Fig. 1: run 1, sequential cells grouped by signal name
Bar = 20 µm. Other sequential cells in the stronger grey, the rest of the logic in the fainter grey.
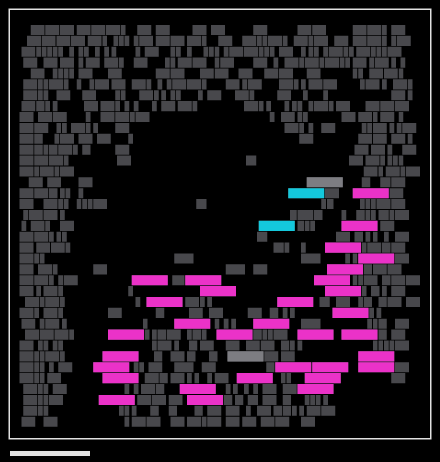
Fig. 2: run 1, signal wires by layer
Only two layers are drawn.
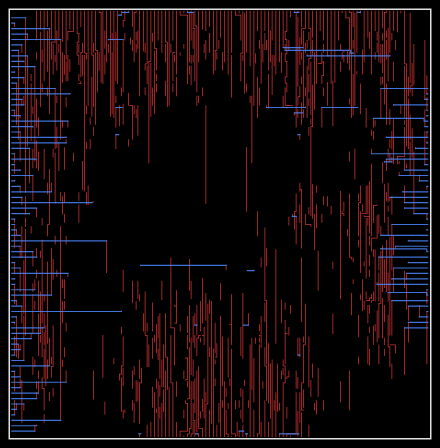
Fig. 3: run 1, cell density map
Bar = 20 µm. The die is cut into 10 by 11 equal tiles; dark purple is low, yellow is high, 0 to 100% covered.
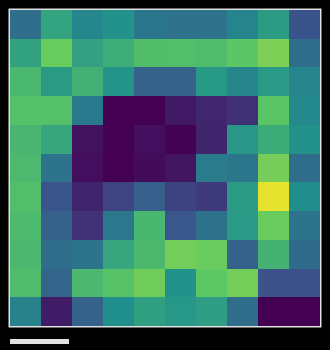
<file path="src/rtl/Verdata_pkg.sv">
// Shared data types for the Vergister register file and the units around it.
package Verdata_pkg;

    localparam int WORD_WIDTH  = 32;
    localparam int INDEX_WIDTH = 5;

    typedef logic [WORD_WIDTH-1:0]  word_t;
    typedef logic [INDEX_WIDTH-1:0] register_index_t;

    // Decoded instruction fields the register file cares about.
    typedef struct packed {
        logic [6:0]      opcode;
        register_index_t rd;
        logic            has_rd;
        register_index_t rs1;
        register_index_t rs2;
    } instruction_t;

    // One debug-port register access, shared with the debug module.
    typedef struct packed {
        logic            write;
        register_index_t index;
        word_t           wdata;
    } dbg_request_t;

endpackage

</file>
<file path="src/rtl/Veropcodes_pkg.sv">
// Opcode constants and canned instructions.
package Veropcodes_pkg;

    import Verdata_pkg::*;

    localparam logic [6:0] OPCODE_OP_IMM = 7'b0010011;

    // addi x0, x0, 0: touches no register and writes nothing.
    localparam instruction_t INSTR_NOP = '{
        opcode: OPCODE_OP_IMM,
        rd:     '0,
        has_rd: 1'b0,
        rs1:    '0,
        rs2:    '0
    };

endpackage

</file>
<file path="src/rtl/vergister_arbiter.sv">
// Shares the Vergister register file between the CPU pipeline and the debug
// port. The pipeline owns the file by default; a debug request stalls it,
// borrows the file for a single access cycle, then hands it back.
module vergister_arbiter
    import Verdata_pkg::*;
    import Veropcodes_pkg::*;
#(
    parameter int SIZE = 32
) (
    input  logic         clk,
    input  logic         reset,
    input  instruction_t cpu_src_instr,
    input  instruction_t cpu_dest_instr,
    input  word_t        cpu_xd,
    input  logic         cpu_enable,
    output logic         cpu_stall,
    input  logic         dbg_valid,
    input  logic         dbg_write,
    input  logic [$bits(register_index_t)-1:0] dbg_index,
    input  word_t        dbg_wdata,
    output logic         dbg_ready,
    output logic         dbg_rvalid,
    output word_t        dbg_rdata,
    output logic         regs_enable,
    output instruction_t regs_src_instr,
    output instruction_t regs_dest_instr,
    output word_t        regs_xd,
    input  word_t        regs_xs1
);

    localparam int unsigned INDEX_SPAN = 1 << $bits(register_index_t);

    // The index type has to be able to address every register.
    if (SIZE < 1 || SIZE > INDEX_SPAN) begin : g_badSize
        $error("vergister_arbiter: SIZE does not fit register_index_t");
    end

    typedef enum logic [1:0] {
        IDLE,
        GRANT,
        RELEASE
    } arb_state_t;

    arb_state_t   r_state;
    arb_state_t   w_nextState;
    logic         r_stall;
    logic         r_rvalid;
    word_t        r_rdata;
    dbg_request_t w_dbgReq;
    logic         w_dbgAccess;
    logic         w_dbgRead;

    assign w_dbgReq = '{write: dbg_write, index: dbg_index, wdata: dbg_wdata};

    // A request only counts if it is still valid in the grant cycle.
    assign w_dbgAccess = (r_state == GRANT) && dbg_valid;
    assign w_dbgRead   = w_dbgAccess && !w_dbgReq.write;

    assign cpu_stall  = r_stall;
    assign dbg_rvalid = r_rvalid;
    assign dbg_rdata  = r_rdata;

    // State register; reset always returns ownership to the pipeline.
    always_ff @(posedge clk or posedge reset) begin
        if (reset) begin
            r_state <= IDLE;
        end else begin
            r_state <= w_nextState;
        end
    end

    // Grant and release each last exactly one cycle, so the pipeline always gets an idle cycle between debug accesses.
    always_comb begin
        w_nextState = r_state;
        case (r_state)
            IDLE:    if (dbg_valid) w_nextState = GRANT;
            GRANT:   w_nextState = RELEASE;
            RELEASE: w_nextState = IDLE;
            default: w_nextState = IDLE;
        endcase
    end

    // Register-file port mux: pipeline pass-through in IDLE, debug access in GRANT, write-disabled pipeline view in RELEASE.
    always_comb begin
        regs_src_instr  = cpu_src_instr;
        regs_dest_instr = cpu_dest_instr;
        regs_xd         = cpu_xd;
        regs_enable     = 1'b0;
        dbg_ready       = 1'b0;
        case (r_state)
            IDLE: begin
                regs_enable = cpu_enable;
            end
            GRANT: begin
                regs_src_instr         = INSTR_NOP;
                regs_src_instr.rs1     = w_dbgReq.index;
                regs_dest_instr        = INSTR_NOP;
                regs_dest_instr.rd     = w_dbgReq.index;
                regs_dest_instr.has_rd = (w_dbgReq.index != '0);
                regs_xd                = w_dbgReq.wdata;
                regs_enable            = w_dbgAccess && w_dbgReq.write;
                dbg_ready              = w_dbgAccess;
            end
            default: begin
            end
        endcase
    end

    // Registered stall, read-valid pulse and the captured read data, which is held until the next read completes.
    always_ff @(posedge clk or posedge reset) begin
        if (reset) begin
            r_stall  <= 1'b0;
            r_rvalid <= 1'b0;
            r_rdata  <= '0;
        end else begin
            r_stall  <= (w_nextState != IDLE);
            r_rvalid <= w_dbgRead;
            if (w_dbgRead) begin
                r_rdata <= regs_xs1;
            end
        end
    end

endmodule

</file>
<file path="config.mk">
export PLATFORM = sky130hd
export DESIGN_NAME = vergister_arbiter
export DESIGN_NICKNAME = d
export VERILOG_FILES = /design/src/rtl/Verdata_pkg.sv /design/src/rtl/Veropcodes_pkg.sv /design/src/rtl/vergister_arbiter.sv
export SDC_FILE = /design/constraint.sdc
export NUM_CORES = 1
export LEC_CHECK = 0
export ABC_AREA = 1
export CAP_MARGIN = 25
export CORE_AREA = 2 2 103 105
export CTS_CLUSTER_SIZE = 12
export DETAILED_ROUTE_END_ITERATION = 16
export DIE_AREA = 0 0 105 107
export PLACE_DENSITY = 0.77
export SLEW_MARGIN = 10
export SYNTH_ARGS = -nofsm -noshare
export SYNTH_HDL_FRONTEND = slang
export SYNTH_SLANG_ARGS = --single-unit
export TNS_END_PERCENT = 100
</file>
<file path="constraint.sdc">
create_clock -name clk -period 4.65 [get_ports clk]
set_clock_uncertainty 0.2 [all_clocks]
set_input_delay 1.1625 -clock clk [delete_from_list [all_inputs] [get_ports clk]]
set_output_delay 1.1625 -clock clk [all_outputs]
set_load 0.005 [all_outputs]
</file>
==> flow_summary.yaml, run 1 <==
# generated from flow reports
status:
  status: "complete, no violations"
power:
  pwr-share-comb_pct: 53.3
  sequentialPowerShare_pct: 32.1
sta:
  maxClockFrequency_ghz: 0.259
  timing.final.hold_violations: 0
  finalWorstPathRequiredPeriod_ps: 3870
  setup_viol: 0
synth:
  synthCells: 365
  synthesis.nets: 517
  ys_chip_area_um2: 2270
detailed_routing:
  per_cell_routed_wire_length_um: 13.3
clock_network:
  cts_tree: "built"
floorplan:
  die.size.x_um: 105
global_route:
  grt_start_max_net_pins: 46
  grt_antenna_before_repair: 0
critical_path:
  crit_path_cell_trace: "clkdlybuf4s50_1, inv_1, nor2_1, nand2_1, nand2_1, clkdlybuf4s50_1"
  timing.critical_path.slowest_stage_cell: "sky130_fd_sc_hd__clkdlybuf4s50_1"
  critical_path_peak_fanout: 3
placed_design:
  place_ws_ps: 783
finish:
  post_layout_nonfiller_instances: 757
About Fig. 1:
dbg_rdata: in magenta, sequential cells 32. r_state: in cyan, sequential cells 2.
final design utilization: 50.7%
sequential cell area in the final layout: 901 µm²
power attributed to sequential cells: 0.463 mW
Seq area share: 17.6%

About Fig. 2:
metal 3: in blue, wire length 771 µm. metal 2: in red, wire length 5,210 µm.
Final Routed Wirelength: 10.1 mm
overall track demand over capacity in global routing: 17.2%
via count: 3,225

About Fig. 3:
8.2% of the tiles are over 75% full. The mean over all tiles is 44%. The fullest tile reaches 96%. 6.4% of the tiles are nearly empty. The emptiest ninth of the die: centre.
core area: 10,100 µm²
fp util: 22.5%

==> run 1: final cells by class <==
type	instances	area (µm²)	share of cell area [%]
Clock inverter	1	8.76	0.171
Clock buffer	7	76.3	1.49
Tap cell	136	170	3.32
Inverter	36	135	2.64
Timing Repair Buffer	273	2710	53.0
Sequential cell	36	901	17.6
Multi-Input combinational cell	268	1110	21.8
==> run 1: path summary, 6_finish.rpt <==
path / endpoint / slack, ps / cells after the start
max reg2reg: dbg_rdata[27] / 2710 / 6
min: dbg_rdata[18] / 270 / 2
min in group asynchronous: dbg_rdata[29] / 1090 / 3
min reg2reg: dbg_rdata[18] / 270 / 2
max in group asynchronous: dbg_rdata[6] / 2830 / 3
max: regs_enable / 780 / 6
==> run 1: worst min-delay path, cell delays in order, from the launching register on <==
cell,delay (ps)
sky130_fd_sc_hd__dfrtp_1,340
sky130_fd_sc_hd__nand2_1,50
sky130_fd_sc_hd__nand2_1,50
==> run 1: power by group through the flow <==
stage	Combinational [mW]	Clock, mW	Sequential, mW
2_1_floorplan	0.222	0	0.476
3_5_place_dp	0.779	0	0.469
4_1_cts	0.783	0.221	0.465
5_1_grt	0.842	0.231	0.476
6_report	0.770	0.211	0.463
3_3_place_gp	0.768	0	0.465
==> run 1: cells in the mapped netlist <==
master	instances	area share [%]
sky130_fd_sc_hd__inv_1	36	6.0
sky130_fd_sc_hd__nand2_1	190	31
sky130_fd_sc_hd__buf_2	17	3.8
sky130_fd_sc_hd__nor2_4	1	0.50
sky130_fd_sc_hd__or2_2	6	1.7
sky130_fd_sc_hd__clkbuf_1	6	0.99
sky130_fd_sc_hd__nor3_1	1	0.22
sky130_fd_sc_hd__buf_1	2	0.33
sky130_fd_sc_hd__nor2_1	35	5.8
sky130_fd_sc_hd__dfrtp_1	36	40
sky130_fd_sc_hd__o21ai_0	1	0.22
sky130_fd_sc_hd__nand3_1	1	0.22
sky130_fd_sc_hd__nand4_1	33	9.1
==> run 1: registers in the layout, summed over array words and instances (netlist names) <==
| name | flops |
|---|---|
| r_state | 2 |
| dbg_rdata | 32 |
| cpu_stall | 1 |
| dbg_rvalid | 1 |
==> run 1: cell families (layout without fill, tap and decap cells) <==
group	count (synthesis)	count (layout)	synth area share, %
buf+inv	61	317	11.0
simple gates	267	267	49.0
flops	36	36	39.8
compound gates	1	1	0.221
==> run 1: routing by layer <==
| layer | vias up | routed length, µm | global-route usage (%) |
|---|---|---|---|
| met2 | 156 | 5210 | 31.7 |
| met3 | 20 | 771 | 4.86 |
| met5 | - | 0 | 0 |
| li1 | 1619 | - | - |
| met4 | 0 | 280 | 6.76 |
| met1 | 1430 | 3830 | 18.6 |
==> run 1: placed cells by master, fill, tap and decap left out, types with 2 or more instances in the layout <==
cell type	count
sky130_fd_sc_hd__dfrtp_1	36
sky130_fd_sc_hd__or2_2	6
sky130_fd_sc_hd__inv_1	36
sky130_fd_sc_hd__nor2_1	35
sky130_fd_sc_hd__nand4_1	33
sky130_fd_sc_hd__clkbuf_1	2
sky130_fd_sc_hd__buf_4	8
sky130_fd_sc_hd__clkdlybuf4s50_1	265
sky130_fd_sc_hd__clkbuf_8	5
sky130_fd_sc_hd__nand2_1	190
==> run 2: changes to the inputs <==
CORE_AREA = 2 2 104 106   (was 2 2 103 105)
DIE_AREA = 0 0 106 108   (was 0 0 105 107)
PLACE_DENSITY = 0.76   (was 0.77)
clock period = 4 ns   (was 4.65 ns; I/O delays follow)
Fig. 4: run 2, cell density map
Bar = 20 µm. The die is cut into 11 by 11 equal tiles; dark purple is low, yellow is high, 0 to 100% covered.
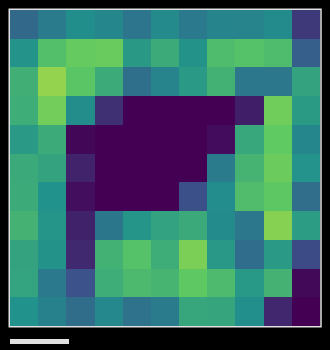
The emptiest ninth of the die: centre. The fullest tile reaches 84%. 14% of the tiles are nearly empty.
final design utilization: 50.3%
core area: 10,200 µm²
fp util: 22.1%

==> run 2 against run 1 <==
Net effect:
- routed wire length increased by 4.1%
- register-to-register slack got worse by 550 ps
- sequential power increased by 17%
- worst setup slack got worse by 320 ps
- critical path type unchanged
- synthesized cell count unchanged
- sequential share of layout area decreased by 0.11 points
- critical endpoint unchanged
==> flow_summary.yaml, run 2 <==
# generated from flow reports
synth:
  synthMostInstantiatedCell: "sky130_fd_sc_hd__nand2_1"
  yosysTopAreaCell: "sky130_fd_sc_hd__dfrtp_1"
  synth_largest_type_area_fraction_pct: 39.8
  synthesis.nets: 517
  synthCells: 365
  ys_chip_area_um2: 2270
  synth.top_cells.by_count: "sky130_fd_sc_hd__nand2_1 (190), sky130_fd_sc_hd__dfrtp_1 (36), sky130_fd_sc_hd__inv_1 (36)"
  post_synth_main_area_contributors: "sky130_fd_sc_hd__dfrtp_1 (40%), sky130_fd_sc_hd__nand2_1 (31%), sky130_fd_sc_hd__nand4_1 (9.1%), sky130_fd_sc_hd__inv_1 (6.0%), sky130_fd_sc_hd__nor2_1 (5.8%)"
  asyncSetResetFlopFracSynth_pct: 100
finish:
  top_cell_excl_fill_tap: "sky130_fd_sc_hd__clkdlybuf4s50_1"
  final_cell_mix: "sky130_fd_sc_hd__clkdlybuf4s50_1 (265), sky130_fd_sc_hd__nand2_1 (190), sky130_fd_sc_hd__inv_1 (36), sky130_fd_sc_hd__dfrtp_1 (36), sky130_fd_sc_hd__nor2_1 (35)"
  final-comb-area_um2: 1110
  largest_register_ffs: 32
  post_layout_nonfiller_instances: 755
  sequential_cell_area_um2: 901
global_route:
  grt_start_max_net_pins: 108
  grt_util_all_layers_pct: 17.1
  grt_antenna_before_repair: 0
clock_network:
  cts_tree: "built"
critical_path:
  crit_path_cell_trace: "clkdlybuf4s50_1, inv_1, nor2_1, nand2_1, nand2_1, clkdlybuf4s50_1"
  slowest_delay_ps: 490
  critical_path_cell_count: 6
  logic_depth_of_the_worst_register_to_register_path: 5
  timing.critical_path.slowest_stage_cell: "sky130_fd_sc_hd__clkdlybuf4s50_1"
floorplan:
  die.size.x_um: 106
detailed_routing:
  drtPass1Iterations: 6
  finalWirelength_mm: 10.5
  vias: 3274
  per_cell_routed_wire_length_um: 13.9
status:
  status: "complete, no violations"
sta:
  setup_viol: 0
  finalWorstPathRequiredPeriod_ps: 3540
  maxClockFrequency_ghz: 0.282
  timing.final.hold_violations: 0
min_path:
  min_path_cells: 2
run 2: cell counts after synthesis:
Identical to the previous run, type by type.
run 2: kinds of logic after synthesis:
family | count (synthesis) | share of synthesized area (%)
buffers and inverters | 61 | 11.0
flip-flops | 36 | 39.8
AND/OR/NAND/NOR | 267 | 49.0
AND-OR/OR-AND | 1 | 0.221
run 2: path summary, 6_finish.rpt:
| path | startpoint | to | slack (ps) |
|---|---|---|---|
| max in group asynchronous | reset | dbg_rdata[26] | 2330 |
| max reg2reg | r_state[1] | dbg_rdata[1] | 2160 |
| min | dbg_rdata[24] | dbg_rdata[24] | 270 |
| max | dbg_valid | regs_enable | 460 |
| min in group asynchronous | reset | dbg_rdata[30] | 930 |
| min reg2reg | dbg_rdata[24] | dbg_rdata[24] | 270 |
run 2: metal layers:
layer  share of wire, %  up-vias  GRT usage [%]
met1                 38     1477           19.6
met2                 52      165           32.2
met4                2.1        0           4.98
li1                   -     1615              -
met5                  0        -              0
met3                7.3       17           3.56
run 2: where the power goes:
group	leakage, nW	switching, mW	total (mW)	internal (mW)
Clock	0.0552	0.125	0.310	0.185
Combinational	1.98	0.338	0.906	0.569
Sequential	0.453	0.0621	0.540	0.478
Total	2.49	0.525	1.76	1.23
run 2: metrics by stage:
stage | utilization [%] | hold slack [ps] | setup slack [ps] | cell area (µm²)
final | 50.3 | 271 | 459 | 5150
after global routing | 50.3 | 297 | 331 | 5150
after CTS | 50.3 | 274 | 446 | 5150
after detailed placement | 49.3 | 257 | 448 | 5040
after global placement | 49.3 | 252 | 442 | 5040
after floorplan | - | 254 | 1330 | 2270
run 2: area by class of cell:
| class | instances | share of cell area [%] |
|---|---|---|
| Clock buffer | 6 | 1.41 |
| Clock inverter | 2 | 0.680 |
| Inverter | 36 | 2.62 |
| Multi-Input combinational cell | 268 | 21.6 |
| Sequential cell | 36 | 17.5 |
| Tap cell | 136 | 3.30 |
| Timing Repair Buffer | 271 | 52.9 |
run 2: worst register-to-register path, cell delays in order, from the launching register on:
cell,delay [ps]
sky130_fd_sc_hd__dfrtp_1,420
sky130_fd_sc_hd__inv_1,110
sky130_fd_sc_hd__nand4_1,480
sky130_fd_sc_hd__buf_12,380
sky130_fd_sc_hd__nand2_1,70
sky130_fd_sc_hd__nand2_1,60
Power is estimated from default activity; no workload was simulated.
